Design uart_rx_core, sky130hd; sources not shown.
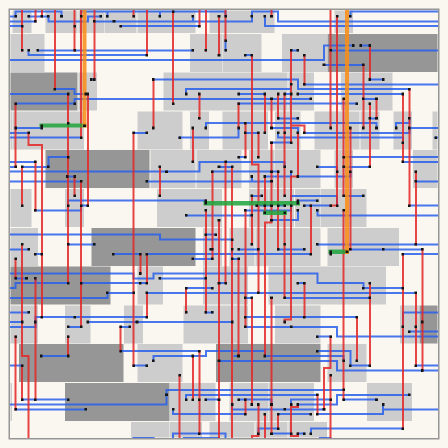
*Layout detail, run 1*
Region (21, 7) to (51, 37) um. Cells in gray, sequential cells in the stronger gray; small squares are vias.
blue -> metal 1
red -> metal 2
green -> metal 3
orange -> metal 4
sequential cells in the window = 8
most frequent = dfxtp_1 (7), xor2_1 (6), xnor2_1 (5)
cells with their middle in the window = 63

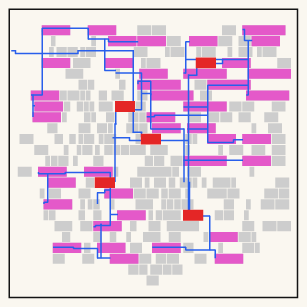
*Clock distribution, run 1*
(4 px per um)
magenta -> flip-flops  # count 41
red -> clock drivers  # count 5
blue -> clock wires  # length 503 um
routed clock nets = 6
power attributed to the clock group: 301 uW
clock share of power: 26.7%
insertion delay of the later-clocked pin in the worst-skew pair: 290 ps

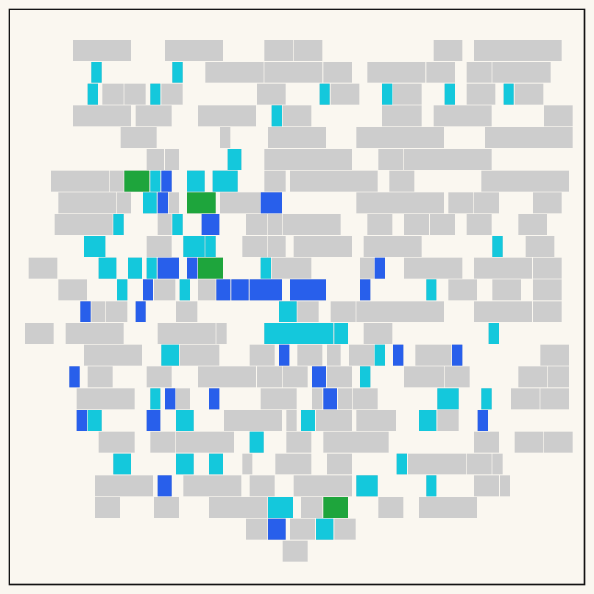
*Gate families picked out, run 1*
(8 px per um)
green -> AND-OR and OR-AND gates  # cells 4
cyan -> NOR gates  # cells 50
blue -> NAND gates  # cells 28
post-route insts no fill: 288
multi-input logic portion of the cell area: 45.0%
most common logic cell in the routed design: sky130_fd_sc_hd__dfxtp_1

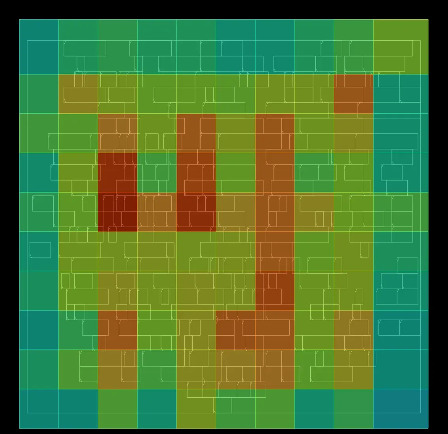
*Routing congestion map, run 1*
Final Core Density: 53.6%
M1 GR Usage: 25.0%
global-route usage over all layers: 17.6%

==> results.rst <==
Metrics
=======

.. list-table::
   :header-rows: 1

   * - Metric
     - Value
   * - Worst max-slew margin expressed relative to the limit
     - 66.5%
   * - Aggregate negative setup slack
     - 0 ps
   * - Cts hold-fix bufs
     - 0
   * - Syn Nets
     - 231
   * - Post-detailed-route via-to-cell ratio
     - 5.47
   * - Number of instances resized during post-cts repair
     - 0
   * - Cell count after synthesis
     - between 200 and 250
   * - Vias post-DR
     - around 1600
   * - Number of buffers created by CTS
     - 5
   * - Maximum number of pins on one net before global-route repair
     - 16
   * - Top area cells in the synthesized netlist
     - sky130_fd_sc_hd__dfxtp_1 (31%), sky130_fd_sc_hd__edfxtp_1 (13%), sky130_fd_sc_hd__xnor2_1 (7.5%), sky130_fd_sc_hd__nor2_1 (4.7%), sky130_fd_sc_hd__xor2_1 (4.2%)
   * - Cell variety after synth
     - roughly 44
   * - Gpl congestion
     - 0.846
   * - Number of DRC violations after detailed-routing iteration 0
     - 99
   * - # H-tree levels
     - 2
   * - Clock sink total
     - approximately 40
   * - Cell depth of the worst flop-to-flop path
     - 8
   * - Number of failing setup endpoints in the final timing report
     - 0
   * - Clock input transition at the sequential cells of the worst setup and hold paths
     - around 80 ps
   * - RSZ-0062 raised after global routing
     - no
   * - Critical setup path kind
     - flop to flop
   * - Number of buffer cells added on primary ports
     - 21
   * - Longest individual stage delay on the worst path
     - between 400 and 500 ps
   * - Die extent in y
     - 71.7 um
   * - Sequential cell area fraction in the yosys report
     - 43.6%
   * - Area after DPL
     - around 0.0023 mm^2
   * - Remaining routing DRC violations
     - 0
   * - First-pass GRT wire length
     - 7000 um
   * - Number of stages on the worst setup path
     - 8
   * - Grt ovf
     - 0
   * - #FFs+latches synth
     - 41
   * - Standby leakage power
     - 0.944 nW
   * - Critical path cell sequence
     - inv_1 > ha_1 > xnor2_1 > nand2_1 > nor4b_4 > nand2_4 > nor4_1 > buf_4
   * - Worst hold-check path type
     - flop to flop
   * - Part of the cycle the worst path needs
     - a little over two thirds
   * - Floorplan core density
     - a little under half
   * - Biggest area consumer among synthesized cells
     - sky130_fd_sc_hd__dfxtp_1
   * - Post-detailed-route wirelength per cell
     - 14.3 um
   * - CP max-delay cell
     - sky130_fd_sc_hd__dfxtp_1
   * - Cell types with the highest counts after synthesis
     - sky130_fd_sc_hd__dfxtp_1 (32), sky130_fd_sc_hd__nor2_1 (26), sky130_fd_sc_hd__xnor2_1 (18), sky130_fd_sc_hd__nand2_1 (16), sky130_fd_sc_hd__xor2_1 (10)
   * - Worst hold path depth
     - 2
   * - Required @ worst endpoint
     - roughly 3500 ps
   * - IR Drop Worst-Case VDD
     - a little under 300 uV
   * - Maximum fanout count along the critical path
     - 8
   * - Worst hold slack
     - 429 ps
   * - Share of post-route cells with drive strength above 1
     - 7.20%
   * - Final design area excluding fillers
     - 0.00241 mm^2
   * - Max clock buf depth
     - 2
   * - Remaining antenna violation count after routing
     - 0
   * - Count of warning messages emitted by the tools
     - 27
   * - Number of antenna violations at the first check in global routing
     - 0
   * - Area share, top type
     - between 30% and 40%
   * - # fillers
     - 440
   * - Top-Level Pins
     - 22
   * - Flop-to-flop setup slack
     - 1030 ps
   * - Post CTS Setup Buffer Count
     - 0
   * - CORE AREA
     - 0.00450 mm^2
   * - Pins over their slew limit
     - 0
   * - Most repeated cell in the gate-level netlist after synthesis
     - sky130_fd_sc_hd__dfxtp_1
   * - Fmax
     - ~400 MHz
   * - Number of max-cap violations
     - 0
   * - Cell type group with the largest total delay on the critical path
     - simple AND/OR/NAND/NOR gates
   * - Number of search-and-repair iterations in the first detailed-routing pass
     - 4
   * - Setup crit end kind
     - flop
   * - Kind of start point of the critical path
     - flop
   * - Diode count
     - 0
   * - CTS tree
     - yes
   * - Synthesis warning total
     - 0
   * - Post-Syn Area per Cell
     - 9.76 um^2
   * - Net count reported at finish
     - around 250
   * - Min Clock Period, post-route
     - 2470 ps
   * - Via count of the first global-routing pass
     - 1507
   * - Site row count
     - 24
   * - HPWL after DPL
     - 2950 um
   * - Pwr/cell area
     - 467 mW/mm^2
   * - Prevailing post-synth register cell
     - sky130_fd_sc_hd__dfxtp_1
   * - Total routed wirelength
     - 4120 um
   * - Chip area in the Yosys report
     - 0.00209 mm^2
   * - Total die area
     - 0.00514 mm^2
   * - Worst-Margin Slew
     - 502 ps
   * - Width of the chip
     - slightly above 70 um
   * - Final total power
     - 1.13 mW
   * - Fraction of registers with async set/reset
     - 0%
   * - Crit path buf inv count
     - 2
   * - Library cell used as clock root buffer
     - sky130_fd_sc_hd__clkbuf_8
   * - CP arrival
     - 2420 ps
   * - Area Overhead vs Synth
     - 15.6%
   * - Total count of hold-check failures in the final report
     - 0
   * - Yosys cell count
     - roughly 210
   * - Run status
     - finished clean
   * - Syn Std Cell Area
     - 0.00209 mm^2
   * - Post-synth EDFFs
     - 9
## run 1: placed cells by master, fill, tap and decap left out, types with 6 or more instances in the layout
| cell | n |
|---|---|
| sky130_fd_sc_hd__xnor2_1 | 18 |
| sky130_fd_sc_hd__nor2_1 | 26 |
| sky130_fd_sc_hd__clkdlybuf4s50_1 | 21 |
| sky130_fd_sc_hd__nor3_1 | 8 |
| sky130_fd_sc_hd__nor4_1 | 7 |
| sky130_fd_sc_hd__mux2i_1 | 8 |
| sky130_fd_sc_hd__inv_1 | 7 |
| sky130_fd_sc_hd__nand2_1 | 16 |
| sky130_fd_sc_hd__ha_1 | 6 |
| sky130_fd_sc_hd__edfxtp_1 | 9 |
| sky130_fd_sc_hd__xor2_1 | 10 |
| sky130_fd_sc_hd__dfxtp_1 | 32 |
## run 1: metal layers
metal	wire length (um)	global-route usage [%]	vias up
met3	158	3.09	7
li1	-	-	802
met4	66	7.41	0
met1	2150	25.0	727
met5	0	0	-
met2	1740	26.4	39
## run 1: worst register-to-register path, cell delays in order, from the launching register on
cell and delay (ps):
sky130_fd_sc_hd__dfxtp_1 460, sky130_fd_sc_hd__inv_1 100, sky130_fd_sc_hd__ha_1 290, sky130_fd_sc_hd__xnor2_1 130
sky130_fd_sc_hd__nand2_1 100, sky130_fd_sc_hd__nor4b_4 410, sky130_fd_sc_hd__nand2_4 130, sky130_fd_sc_hd__nor4_1 290
sky130_fd_sc_hd__buf_4 230
## run 1: logic make-up after synthesis
family / count (synthesis) / share of synthesized area [%]
multiplexers: 8 / 3.83
buffers and inverters: 18 / 4.43
AND/OR/NAND/NOR: 85 / 22.3
adder cells (fa/ha/maj): 6 / 3.59
AND-OR/OR-AND: 27 / 9.46
flip-flops: 41 / 43.6
XOR/XNOR: 29 / 12.8
## run 1: where the power goes
group	internal, mW	leakage, nW	total [mW]	switching [mW]
clock network	0.138	0.0455	0.301	0.163
registers	0.508	0.340	0.561	0.0525
logic	0.111	0.559	0.266	0.155
total	0.757	0.944	1.13	0.371
## run 1: final cells by class
cell class | count | area [um^2] | share of cell area (%)
multi-input combinational | 155 | 1090 | 45.0
timing repair buffer | 25 | 240 | 9.95
tap | 52 | 65.1 | 2.69
clock inverter | 3 | 17.5 | 0.725
clock buffer | 5 | 68.8 | 2.85
inverter | 7 | 26.3 | 1.09
sequential | 41 | 911 | 37.7
## run 1: stage by stage
step,cells,setup WS [ps]
after floorplan,214,679
after global placement,280,1020
after detailed placement,280,1060
after CTS,288,1050
after global routing,288,767
final,288,1030
Power is estimated from default activity; no workload was simulated.
